**src/rtl/pong_match_sequencer.sv**
```systemverilog
// Match-level sequencer above the ball/paddle engine: serve/play/pause/miss flow,
// score, lives and difficulty level, and the per-level serve speed.
module pong_match_sequencer #(
    parameter int LIVES          = 3,
    parameter int SERVE_DELAY    = 60,
    parameter int MISS_DELAY     = 90,
    parameter int HITS_PER_LEVEL = 8,
    parameter int SCORE_W        = 10
) (
    input  logic               clk_frame_i,
    input  logic               rst_i,
    input  logic               start_btn_i,
    input  logic               pause_btn_i,
    input  logic               hit_i,
    input  logic               miss_i,
    output logic               play_start_o,
    output logic               play_hold_o,
    output logic               freeze_o,
    output logic [3:0]         start_speed_o,
    output logic [SCORE_W-1:0] score_o,
    output logic [2:0]         lives_o,
    output logic [1:0]         level_o,
    output logic [2:0]         state_o,
    output logic               game_over_o
);

    typedef enum logic [2:0] {
        S_IDLE      = 3'd0,
        S_SERVE     = 3'd1,
        S_PLAY      = 3'd2,
        S_PAUSE     = 3'd3,
        S_MISS      = 3'd4,
        S_GAME_OVER = 3'd5
    } state_t;

    localparam int MAX_DELAY = (SERVE_DELAY > MISS_DELAY) ? SERVE_DELAY : MISS_DELAY;
    localparam int CNT_W     = $clog2(MAX_DELAY);
    localparam int HIT_W     = $clog2(HITS_PER_LEVEL + 1);

    localparam logic [CNT_W-1:0] SERVE_LAST = CNT_W'(SERVE_DELAY - 1);
    localparam logic [CNT_W-1:0] MISS_LAST  = CNT_W'(MISS_DELAY - 1);
    localparam logic [HIT_W-1:0] HIT_LAST   = HIT_W'(HITS_PER_LEVEL - 1);

    state_t             r_state;
    state_t             w_state_nxt;
    logic               r_start_q;
    logic               r_pause_q;
    logic [CNT_W-1:0]   r_frame_cnt;
    logic [HIT_W-1:0]   r_hit_cnt;
    logic [SCORE_W-1:0] r_score;
    logic [2:0]         r_lives;
    logic [1:0]         r_level;
    logic               r_play_start;
    logic               r_hold;
    logic               r_freeze;
    logic               r_game_over;
    logic [3:0]         r_speed;
    logic               w_start_edge;
    logic               w_pause_edge;
    logic               w_play_start;
    logic               w_hold;
    logic               w_freeze;
    logic               w_game_over;

    function automatic logic [SCORE_W-1:0] sat_inc_score(input logic [SCORE_W-1:0] v);
        return (&v) ? v : v + SCORE_W'(1);
    endfunction

    function automatic logic [1:0] sat_inc_level(input logic [1:0] v);
        return (v == 2'd3) ? v : v + 2'd1;
    endfunction

    function automatic logic [3:0] speed_of(input logic [1:0] lvl);
        case (lvl)
            2'd0:    return 4'b0101;
            2'd1:    return 4'b1001;
            2'd2:    return 4'b1010;
            default: return 4'b1110;
        endcase
    endfunction

    // Button copies reset high so a button held through reset never produces an edge.
    always_ff @(posedge clk_frame_i) begin
        if (rst_i) begin
            r_start_q <= 1'b1;
            r_pause_q <= 1'b1;
        end else begin
            r_start_q <= start_btn_i;
            r_pause_q <= pause_btn_i;
        end
    end

    assign w_start_edge = start_btn_i & ~r_start_q;
    assign w_pause_edge = pause_btn_i & ~r_pause_q;

    always_ff @(posedge clk_frame_i) begin
        if (rst_i) r_state <= S_IDLE;
        else       r_state <= w_state_nxt;
    end

    always_comb begin
        w_state_nxt = r_state;
        case (r_state)
            S_IDLE, S_GAME_OVER: if (w_start_edge) w_state_nxt = S_SERVE;
            S_SERVE:             if (r_frame_cnt == SERVE_LAST) w_state_nxt = S_PLAY;
            S_PLAY: begin
                // A miss takes precedence over both a hit and a pause edge.
                if (miss_i)            w_state_nxt = (r_lives > 3'd1) ? S_MISS : S_GAME_OVER;
                else if (w_pause_edge) w_state_nxt = S_PAUSE;
            end
            S_PAUSE:             if (w_pause_edge) w_state_nxt = S_PLAY;
            S_MISS:              if (r_frame_cnt == MISS_LAST) w_state_nxt = S_SERVE;
            default:             w_state_nxt = S_IDLE;
        endcase
    end

    // Outputs are derived from the next state so the registered copies line up with state_o.
    always_comb begin
        w_play_start = (r_state == S_SERVE) && (w_state_nxt == S_PLAY);
        w_hold       = !((w_state_nxt == S_PLAY) || (w_state_nxt == S_PAUSE));
        w_freeze     = (w_state_nxt == S_PAUSE);
        w_game_over  = (w_state_nxt == S_GAME_OVER);
    end

    always_ff @(posedge clk_frame_i) begin
        if (rst_i) begin
            r_play_start <= 1'b0;
            r_hold       <= 1'b1;
            r_freeze     <= 1'b0;
            r_game_over  <= 1'b0;
            r_speed      <= 4'b0101;
        end else begin
            r_play_start <= w_play_start;
            r_hold       <= w_hold;
            r_freeze     <= w_freeze;
            r_game_over  <= w_game_over;
            r_speed      <= speed_of(r_level);
        end
    end

    always_ff @(posedge clk_frame_i) begin
        if (rst_i) begin
            r_frame_cnt <= '0;
            r_hit_cnt   <= '0;
            r_score     <= '0;
            r_lives     <= 3'(LIVES);
            r_level     <= 2'd0;
        end else begin
            case (r_state)
                S_IDLE, S_GAME_OVER: begin
                    if (w_start_edge) begin
                        r_frame_cnt <= '0;
                        r_hit_cnt   <= '0;
                        r_score     <= '0;
                        r_lives     <= 3'(LIVES);
                        r_level     <= 2'd0;
                    end
                end
                S_SERVE: r_frame_cnt <= (r_frame_cnt == SERVE_LAST) ? '0 : r_frame_cnt + CNT_W'(1);
                S_MISS:  r_frame_cnt <= (r_frame_cnt == MISS_LAST) ? '0 : r_frame_cnt + CNT_W'(1);
                S_PLAY: begin
                    if (miss_i) begin
                        if (r_lives > 3'd1) begin
                            r_lives     <= r_lives - 3'd1;
                            r_frame_cnt <= '0;
                        end else begin
                            r_lives <= 3'd0;
                        end
                    end else if (hit_i) begin
                        r_score <= sat_inc_score(r_score);
                        if (r_hit_cnt == HIT_LAST) begin
                            r_hit_cnt <= '0;
                            r_level   <= sat_inc_level(r_level);
                        end else begin
                            r_hit_cnt <= r_hit_cnt + HIT_W'(1);
                        end
                    end
                end
                default: ;
            endcase
        end
    end

    assign play_start_o  = r_play_start;
    assign play_hold_o   = r_hold;
    assign freeze_o      = r_freeze;
    assign start_speed_o = r_speed;
    assign score_o       = r_score;
    assign lives_o       = r_lives;
    assign level_o       = r_level;
    assign state_o       = r_state;
    assign game_over_o   = r_game_over;

endmodule

```
**config.mk**
```make
export PLATFORM = sky130hd
export DESIGN_NAME = pong_match_sequencer
export DESIGN_NICKNAME = d
export VERILOG_FILES = /design/src/rtl/pong_match_sequencer.sv
export SDC_FILE = /design/constraint.sdc
export NUM_CORES = 1
export LEC_CHECK = 0
export CORE_MARGIN = 3
export CORE_UTILIZATION = 35
export CTS_BUF_LIST = sky130_fd_sc_hd__clkbuf_16
export DETAILED_ROUTE_END_ITERATION = 6
export PLACE_DENSITY = 0.59
export REMOVE_ABC_BUFFERS = 1
export SYNTH_ARGS = -nofsm -noshare
export SYNTH_HDL_FRONTEND = slang
export SYNTH_SLANG_ARGS = --single-unit
```
**constraint.sdc**
```tcl
create_clock -name clk_frame_i -period 6 [get_ports clk_frame_i]
set_clock_uncertainty 0.05 [all_clocks]
set_input_delay 1.5 -clock clk_frame_i [delete_from_list [all_inputs] [get_ports clk_frame_i]]
set_output_delay 1.5 -clock clk_frame_i [all_outputs]
set_load 0.005 [all_outputs]
```
Fig. 1: signal wires on met1
(6 px per micron) Supply wires on this layer in grey.
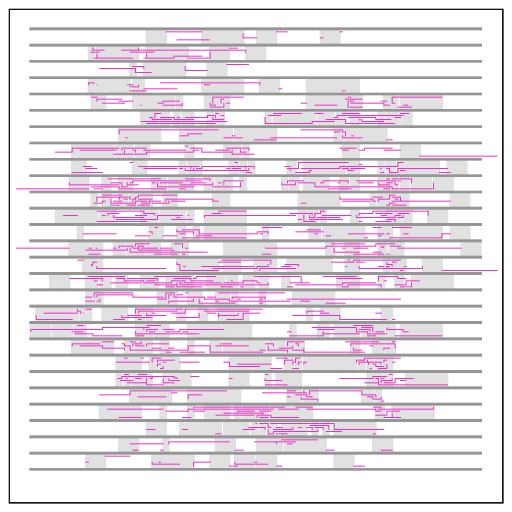
nets with wire on the layer: 251
longest straight run: 20.7 microns
GRT met1 Usage: 0.1902
DR vias: 1716

Fig. 2: met3 routing
(4 px per micron)
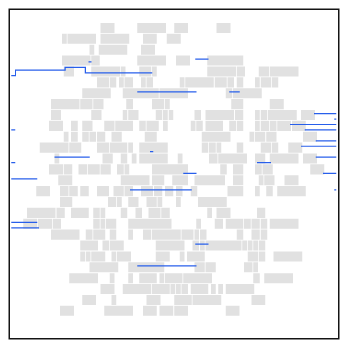
nets with wire on the layer: 20
longest straight run: 16.6 microns
wire length on this layer: 172 microns
Routed Wire Length: 4.318 mm
M3 GR Usage: 0.03838

Fig. 3: sequential cells grouped by signal name
(6 px per micron) Other sequential cells in the stronger grey, the rest of the logic in the fainter grey.
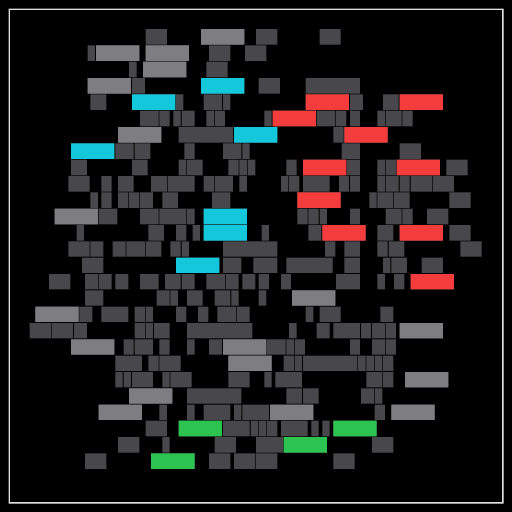
| colour | netlist name | flops |
|---|---|---|
| cyan | `r_frame_cnt` | 7 |
| green | `start_speed_o` | 4 |
| red | `score_o` | 10 |
final core occ: 0.4562
seq pwr: 0.265 mW
sequential share of cell area: 0.3089
Storage cell area: 780.7 sq um

==> ci_impl_report.md <==
### Yosys + OpenROAD results

| Metric | Value |
|---|---|
| Status | complete, no violations |
| Signal buffers | 31 |
| Nets@finish | roughly 280 |
| CP endpoint kind | flop |
| Commonest cells in the netlist | 39 x dfxtp_1, 23 x nor2_1, 18 x a21oi_1 |
| Port Buffers | 31 |
| Hpwl dp | between 3 and 4 mm |
| Setup TNS | 0 ns |
| Cells after DPL | 330 |
| Post-synth EDFFs | 0 |
| Dominant logic cell type in the layout | dfxtp_1 |
| Post-route ant nets | 0 |
| Largest net degree at the start of global routing | 20 |
| Layout area overhead | 25.00% |
| Post-synth regs | 39 |
| WHS Endpoint | r_hit_cnt[3] |
| Synth Flop Type | dfxtp_1 |
| Num sequential | 39 |
| Vias per cell | between 5 and 6 |
| Ys cells | approximately 240 |
| Worst Path Arrival | roughly 3.5 ns |
| Crit path launch type | input pin |
| I/O pin count | 32 |
| Tool warnings | 32 |
| Clk_buf instances | 5 |
| Cts repair resizes | 0 |
| Cycle use final | 0.5664 |
| Tmin final | 3.399 ns |
| Signal buf overhead | 0.1228 |
| # setup viols final | 0 |
| CTS root buffer | clkbuf_16 |
| RSZ-0062 raised after global routing | no |
| GR Overflow Total | 0 |
| Hold Crit Start | r_hit_cnt[3] |
| Initial antenna violation count | 0 |
| Area leader, netlist | dfxtp_1 |
| Biggest area cells | dfxtp_1 39%, ha_1 7.4%, a21oi_1 4.5% |
| Most common cell in the netlist | dfxtp_1 |
Fig. 4: routing congestion map
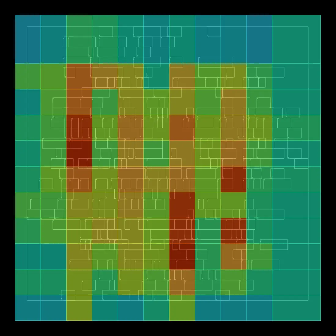
gr busiest metal: met2
Overall Global Routing Usage: 0.1392

Fig. 5: signal wires by layer
(6 px per micron) Only two layers are drawn.
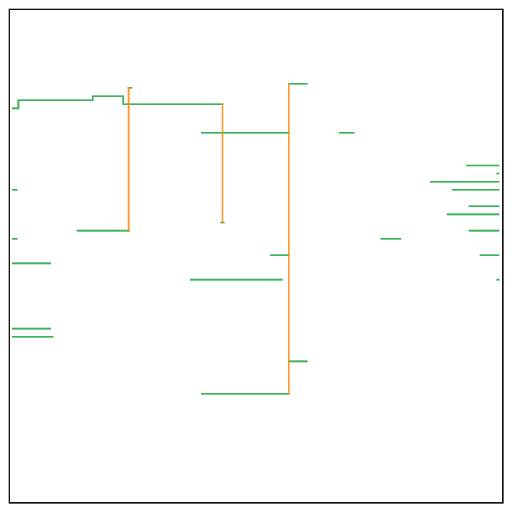
| colour | layer | wire length |
|---|---|---|
| orange | met4 | 95.2 microns |
| green | met3 | 172 microns |
Routed WL per cell: 12.81 microns

per-layer routing:
layer / vias up / share of wire / GRT usage
li1: 903 / - / -
met1: 775 / 0.51 / 0.1902
met2: 29 / 0.43 / 0.2027
met3: 9 / 0.040 / 0.03838
met4: 0 / 0.022 / 0.06146
met5: - / 0 / 0
sequential cells by signal (all words and copies together) (netlist names):
signal and count:
freeze_o 1, game_over_o 1, level_o 2, lives_o 3, play_hold_o 1, play_start_o 1, r_frame_cnt 7, r_hit_cnt 4
r_pause_q 1, r_start_q 1, score_o 10, start_speed_o 4, state_o 3
per-stage QoR:
stage,setup slack [ns],power (mW),cell area (sq um)
2_1_floorplan,3.199,0.2888,1968
3_5_place_dp,2.261,0.3031,2369
3_3_place_gp,2.324,0.3030,2369
4_1_cts,2.567,0.5972,2527
5_1_grt,2.434,0.6114,2527
6_report,2.601,0.5898,2527
power by group:
group	switching (mW)	leakage (nW)	internal (mW)
clock	0.100	0.0811	0.192
combinational	0.0192	0.526	0.0134
sequential	0.00312	0.315	0.262
total	0.123	0.923	0.467
cell families after synthesis:
family | count (synthesis) | share of synthesized area
AOI/OAI and AO/OA | 64 | 0.2098
xor gates and xnor gates | 3 | 0.01300
adders and majority gates | 12 | 0.07426
buffers and inverters | 19 | 0.04702
DFF | 39 | 0.3861
muxes | 3 | 0.01485
and+or+nand+nor | 95 | 0.2549
worst min-delay path: cells and delay by family, from the launching register on:
kind	cells	cell delay, ns
DFF	1	0.32
AOI/OAI and AO/OA	2	0.13
Power and IR drop assume default switching activity.
